[src/rtl/reram_activation_buffer.sv]
// reram_activation_buffer
//   Captures the per-neuron result stream of the ReRAM layer controller,
//   applies ReLU -> arithmetic right shift -> unsigned saturation, stores one
//   full layer and re-streams it in index order over valid/ready.
//
//   Optional feature macro: RERAM_ACT_ARGMAX_EN (argmax of raw results).
//
// Ports
//   clk, rst           clock (rising edge), asynchronous active-high reset
//   in_valid/idx/value upstream result strobe (no backpressure), index, signed value
//   out_valid/ready    downstream handshake
//   out_data/idx/last  activation, its index, final-element flag
//   frame_done         one-cycle pulse after the last handshake
//   drop_err, dup_err  sticky error flags, cleared by err_clear
//   argmax_valid/idx   index of the largest raw result of the frame
module reram_activation_buffer #(
   parameter int NUM_NEURONS = 256,
   parameter int IDX_W       = 8,
   parameter int IN_W        = 16,
   parameter int OUT_W       = 8,
   parameter int SHIFT       = 4
) (
   input  logic                   clk,
   input  logic                   rst,
   input  logic                   in_valid,
   input  logic [IDX_W-1:0]       in_idx,
   input  logic signed [IN_W-1:0] in_value,
   output logic                   out_valid,
   input  logic                   out_ready,
   output logic [OUT_W-1:0]       out_data,
   output logic [IDX_W-1:0]       out_idx,
   output logic                   out_last,
   output logic                   frame_done,
   output logic                   drop_err,
   output logic                   dup_err,
   input  logic                   err_clear,
   output logic                   argmax_valid,
   output logic [IDX_W-1:0]       argmax_idx
);

   localparam logic [0:0] S_COLLECT = 1'b0;
   localparam logic [0:0] S_DRAIN   = 1'b1;

   localparam logic [IDX_W:0]         N_FULL = (IDX_W+1)'(NUM_NEURONS);
   localparam logic [IDX_W-1:0]       N_LAST = IDX_W'(NUM_NEURONS-1);
   localparam logic signed [IN_W-1:0] SAT    = IN_W'((2**OUT_W)-1);

   logic [0:0]             state;
   logic [IDX_W:0]         count;
   logic [IDX_W:0]         count_inc;
   logic [NUM_NEURONS-1:0] bitmap;
   logic [IDX_W-1:0]       rd_ptr;
   logic [OUT_W-1:0]       mem [NUM_NEURONS];

   logic                   idx_ok;
   logic                   is_dup;
   logic                   wr_en;
   logic                   enter_drain;
   logic                   hs;
   logic                   last_hs;
   logic signed [IN_W-1:0] shifted;
   logic [OUT_W-1:0]       act_val;

   // ReLU, shift, saturate; negative inputs never reach the shift result
   assign shifted = in_value >>> SHIFT;
   always_comb begin
      act_val = shifted[OUT_W-1:0];
      if (in_value[IN_W-1])
         act_val = '0;
      else if (shifted > SAT)
         act_val = '1;
   end

   assign idx_ok      = ({1'b0, in_idx} < N_FULL);
   assign is_dup      = bitmap[in_idx];
   assign count_inc   = count + 1'b1;
   assign wr_en       = (state == S_COLLECT) && in_valid && idx_ok;
   assign enter_drain = wr_en && !is_dup && (count_inc == N_FULL);

   assign hs       = out_valid && out_ready;
   assign out_idx  = rd_ptr;
   assign out_last = out_valid && (rd_ptr == N_LAST);
   assign last_hs  = hs && out_last;

   // Activation storage is intentionally not reset.
   always_ff @(posedge clk) begin
      if (wr_en)
         mem[in_idx] <= act_val;
   end

   always_ff @(posedge clk or posedge rst) begin
      if (rst) begin
         state      <= S_COLLECT;
         count      <= '0;
         bitmap     <= '0;
         rd_ptr     <= '0;
         out_valid  <= 1'b0;
         out_data   <= '0;
         frame_done <= 1'b0;
      end else begin
         frame_done <= 1'b0;
         if (state == S_COLLECT) begin
            if (wr_en) begin
               bitmap[in_idx] <= 1'b1;
               if (!is_dup)
                  count <= count_inc;
            end
            if (enter_drain) begin
               state  <= S_DRAIN;
               rd_ptr <= '0;
            end
         end else begin
            if (!out_valid) begin
               // first cycle of DRAIN: prime the output register
               out_valid <= 1'b1;
               out_data  <= mem[rd_ptr];
            end else if (hs) begin
               if (out_last) begin
                  out_valid  <= 1'b0;
                  frame_done <= 1'b1;
                  state      <= S_COLLECT;
                  rd_ptr     <= '0;
                  count      <= '0;
                  bitmap     <= '0;
               end else begin
                  rd_ptr   <= rd_ptr + 1'b1;
                  out_data <= mem[rd_ptr + 1'b1];
               end
            end
         end
      end
   end

   // err_clear wins over a same-cycle error
   always_ff @(posedge clk or posedge rst) begin
      if (rst) begin
         drop_err <= 1'b0;
         dup_err  <= 1'b0;
      end else if (err_clear) begin
         drop_err <= 1'b0;
         dup_err  <= 1'b0;
      end else begin
         if (in_valid && (state == S_DRAIN))
            drop_err <= 1'b1;
         if (in_valid && (state == S_COLLECT) && (!idx_ok || is_dup))
            dup_err <= 1'b1;
      end
   end

`ifdef RERAM_ACT_ARGMAX_EN
   localparam logic signed [IN_W-1:0] VAL_MIN = {1'b1, {(IN_W-1){1'b0}}};

   logic signed [IN_W-1:0] max_val;
   logic [IDX_W-1:0]       max_idx;
   logic                   am_valid;
   logic                   better;

   // ties go to the lower index so arrival order does not matter
   assign better = (in_value > max_val) ||
                   ((in_value == max_val) && (in_idx < max_idx));

   always_ff @(posedge clk or posedge rst) begin
      if (rst) begin
         max_val  <= VAL_MIN;
         max_idx  <= '1;
         am_valid <= 1'b0;
      end else if (last_hs) begin
         max_val  <= VAL_MIN;
         max_idx  <= '1;
         am_valid <= 1'b0;
      end else if (wr_en) begin
         if (better) begin
            max_val <= in_value;
            max_idx <= in_idx;
         end
         if (enter_drain)
            am_valid <= 1'b1;
      end
   end

   assign argmax_valid = am_valid;
   assign argmax_idx   = am_valid ? max_idx : '0;
`else
   assign argmax_valid = 1'b0;
   assign argmax_idx   = '0;
`endif

endmodule

[config.mk]
export PLATFORM = sky130hd
export DESIGN_NAME = reram_activation_buffer
export DESIGN_NICKNAME = d
export VERILOG_FILES = /design/src/rtl/reram_activation_buffer.sv
export SDC_FILE = /design/constraint.sdc
export NUM_CORES = 2
export LEC_CHECK = 0
export CAP_MARGIN = 0
export CORE_UTILIZATION = 40
export DETAILED_ROUTE_END_ITERATION = 16
export SYNTH_ARGS = -nofsm -noshare
export SYNTH_HDL_FRONTEND = slang
export SYNTH_SLANG_ARGS = --single-unit
export TNS_END_PERCENT = 5
[constraint.sdc]
create_clock -name clk -period 31.7 [get_ports clk]
set_clock_uncertainty 0.05 [all_clocks]
set_input_delay 6.34 -clock clk [delete_from_list [all_inputs] [get_ports clk]]
set_output_delay 6.34 -clock clk [all_outputs]
set_load 0.01 [all_outputs]
==> images/class_map.png <==
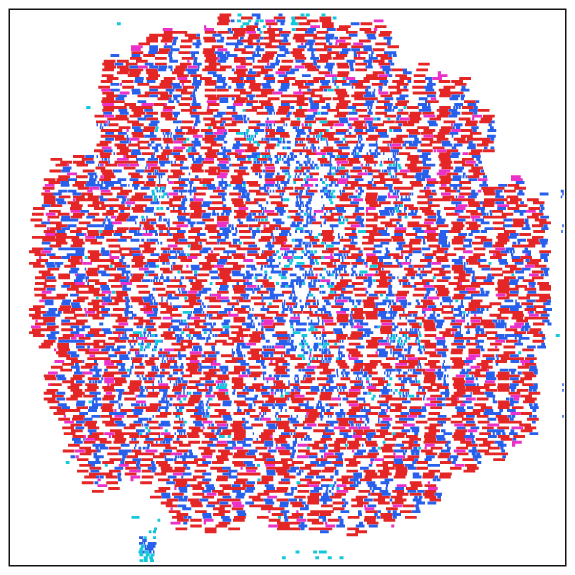
legend:
  remaining logic cells:
    color: blue
    cells: 3552
  clock drivers and dummy loads:
    color: magenta
    cells: 451
  sequential cells:
    color: red
    cells: 2334
  remaining buffers and delay cells:
    color: cyan
    cells: 332

==> images/clock_wires.png <==
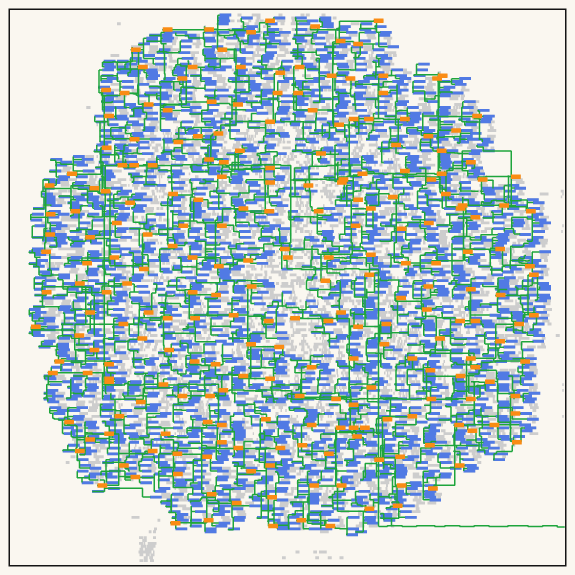
legend:
  clock-net drivers:
    color: orange
    count: 239
  flip-flops:
    color: blue
    count: 2334
  clock wires:
    color: green
    length: 28.2 mm
routed clock nets: 240
Latency at later pin: 0.89 ns
clock power share: 24.9%

==> images/pinout.png <==
Pins as bars across the die edge, other pins in gray.
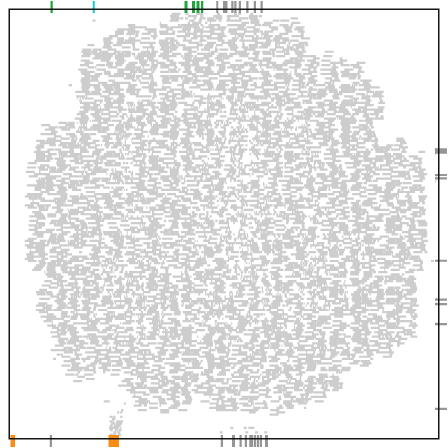
legend:
  in_idx:
    color: green
    pins: 8
    direction: input
    edge: top
  frame_done:
    color: cyan
    pins: 1
    direction: output
    edge: top
  in_value:
    color: orange
    pins: 16
    direction: input
    edge: bottom
all pins by edge: 29 bottom, 19 top, 11 right
PortBufs: 45
Die Y: 523 µm
Die X: 523 µm

==> images/congestion_map.png <==
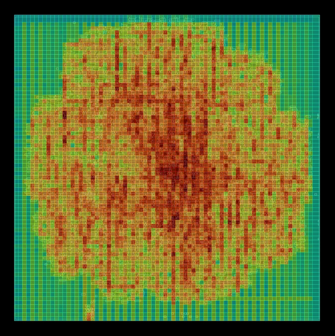
Most Crowded Layer GR: met2
M1 GR Usage: 33.8%
met3 Usage GRT: 6.12%
met2 Track Usage GR: 40.1%

cell families after synthesis:
logic type / after synthesis / synth area share (%)
other cells: 1 / 0.00345
buf+inv: 497 / 2.27
compound gates: 665 / 4.35
flops: 2334 / 63.3
fa+ha+maj: 3 / 0.0346
simple gates: 1363 / 5.22
xor+xnor: 13 / 0.126
mux: 1483 / 24.7
metal layers:
metal	GRT usage (%)	wire, µm	vias up
li1	-	-	26400
met2	40.1	164000	3912
met4	13.0	20300	2
met1	33.8	133000	35400
met3	6.12	37000	798
met5	0	13	-
flip-flops by register name, indices dropped and copies added (netlist names):
signal	cells
bitmap	256
count	9
drop_err	1
dup_err	1
frame_done	1
mem	2048
out_data	8
out_idx	8
out_valid	1
state	1
==> results.cfg <==
; implementation run metrics
[finish]
stdcell_area_um2 = 122000
nNetsFinal = 6491
fill_cells = 23000
stdcell_count = 10200
layout.nonclk_buf_share_pct = 2.28
comb-cell-share_pct = 31.0
seq_share_pct = 56.5
n_sequential_cell = 2334
nClkBuffers = 301
final_common_cell = edfxtp_1
lay_top_cells = 2048 x edfxtp_1, 958 x mux4_2, 837 x nor2_1
post-route-util_pct = 45.2
diodes = 11
largest_class = registers
clk_share_pct = 6.48
num-multi-input-gates = 3536
seq_area_um2 = 68700
drive_gt1_share_pct = 24.8
buffers = 332
syn_to_final_growth_pct = 12.0
logic_area_um2 = 37700
inv_count = 16

[clocking]
ctsHoldBuffers = 0
cts_sinks = 2334
numCtsBuffers = 239
cts_resized = 0
ctsHtreeMaxLevel = 4
clockBufferDepth = 3
cts_setup_buffers = 0
cts_tree = yes
clk_pin_slew_worst_paths_ns = 0.07

[floorplan]
fp_util_pct = 40.4
taps = 3552
core_area_um2 = 269000
ioPinCount = 59
die-area_um2 = 273000
rows = 190

[sta]
fin_setup_tns_ns = 0
finalHoldViolations = 0
period_needed_ns = 10.72
grt_setup_unrepaired = false
finalMaxSlewViolations = 62
finalClockPeriodUsage_pct = 33.8
setup_ws_ns = 20.98
max_freq_ghz = 0.0933
whs_ns = 0.442
setup_viol = 0
maxSlewHeadroom_pct = -4.75
tightestPinTransition_ns = 1.57

[setup_path]
cpMaxStageDelayCell = buf_4
r2r_slack_ns = 25.68
crit_path_end_kind = flop
endpoint = out_idx[1]
critPathRequiredTime_ns = 32.45
path_cells = buf_6 > buf_4 > buf_4 > mux4_2 > mux2i_1 > o22ai_1 > a21o_1 > a32oi_1 > nand4_2 > o21ai_2 > mux2i_1
rr_worst_depth = 11
critical-path-top-delay-family = buffers and inverters
arrival_ns = 11.47
worstSetupPathType = in2reg
crit_start = in_idx[0]
critPathLaunchType = input port
worstSetupPathDepth = 11
cp_max_fo = 35
r2r-start = out_idx[0]
slowest_delay_ns = 0.69
critPathBufInv = 3

[place]
hpwl_um = 226000
dpl.cell_count = 9770
place.gp.congestion = 0.943
post-place-ws_ns = 20.29
postPlaceCellArea_um2 = 114000

[job]
warnings = 68
maxCapViolCount = 0

[pwr]
p_seq_share_pct = 30.4
p_int_w = 0.00714
ir_drop_v = 0.000108
switching_share_pct = 37.5
powerDensity_nw_per_um2 = 93.9
p_sw_w = 0.00428
powerSeq_w = 0.00347
clock_power_w = 0.00285
finalPower_w = 0.0114
largestPowerGroup = combinational cells
p_comb_share_pct = 44.6
p_leak_nw = 39.6

[outcome]
status = complete, but fails checks
violations = slew limit

[global_routing]
grt_pass1_wl_um = 497000
antenna_found_initial = 10
grt_pass1_vias = 65700
overflow = 0
grt_usage_pct = 25.7
grt_max_degree = 209

[min_path]
hold_path_class = reg2reg
worstHoldStart = bitmap[28]
worstHoldPathCells = 2
holdPathEnd = bitmap[28]

[yosys]
synth.top_cell.area_share_pct = 56.7
yosysSeqAreaShare_pct = 63.3
yosysWarnings = 0
synth.area.top_cells = edfxtp_1 57%, mux4_2 20%, dfrtp_1 6.6%
netlist_area_um2 = 109000
async_reset_ff_share_pct = 12.3
numSynthFlops = 2334
ys_top_cells_by_count = 2048 x edfxtp_1, 958 x mux4_2, 849 x nor2_1, 518 x mux2i_1, 286 x dfrtp_1
syn_avg_cell_area_um2 = 17.1
synth.most_common_cell = edfxtp_1
yosysChipArea_um2 = 109000
ys_cells = 6359
flop_cell = edfxtp_1
edf_count = 2048
netlist_instances = 6359
top_area_cell = edfxtp_1

[route]
vias_per_cell = 6.50
first_iter_violations = 9257
dr.pass1.iters = 8
routedWlPerCell_um = 34.6
vias = 66500
ant_nets = 0
routed_wl_um = 354000
post-route-drc-count = 0
Power and IR drop assume default switching activity.
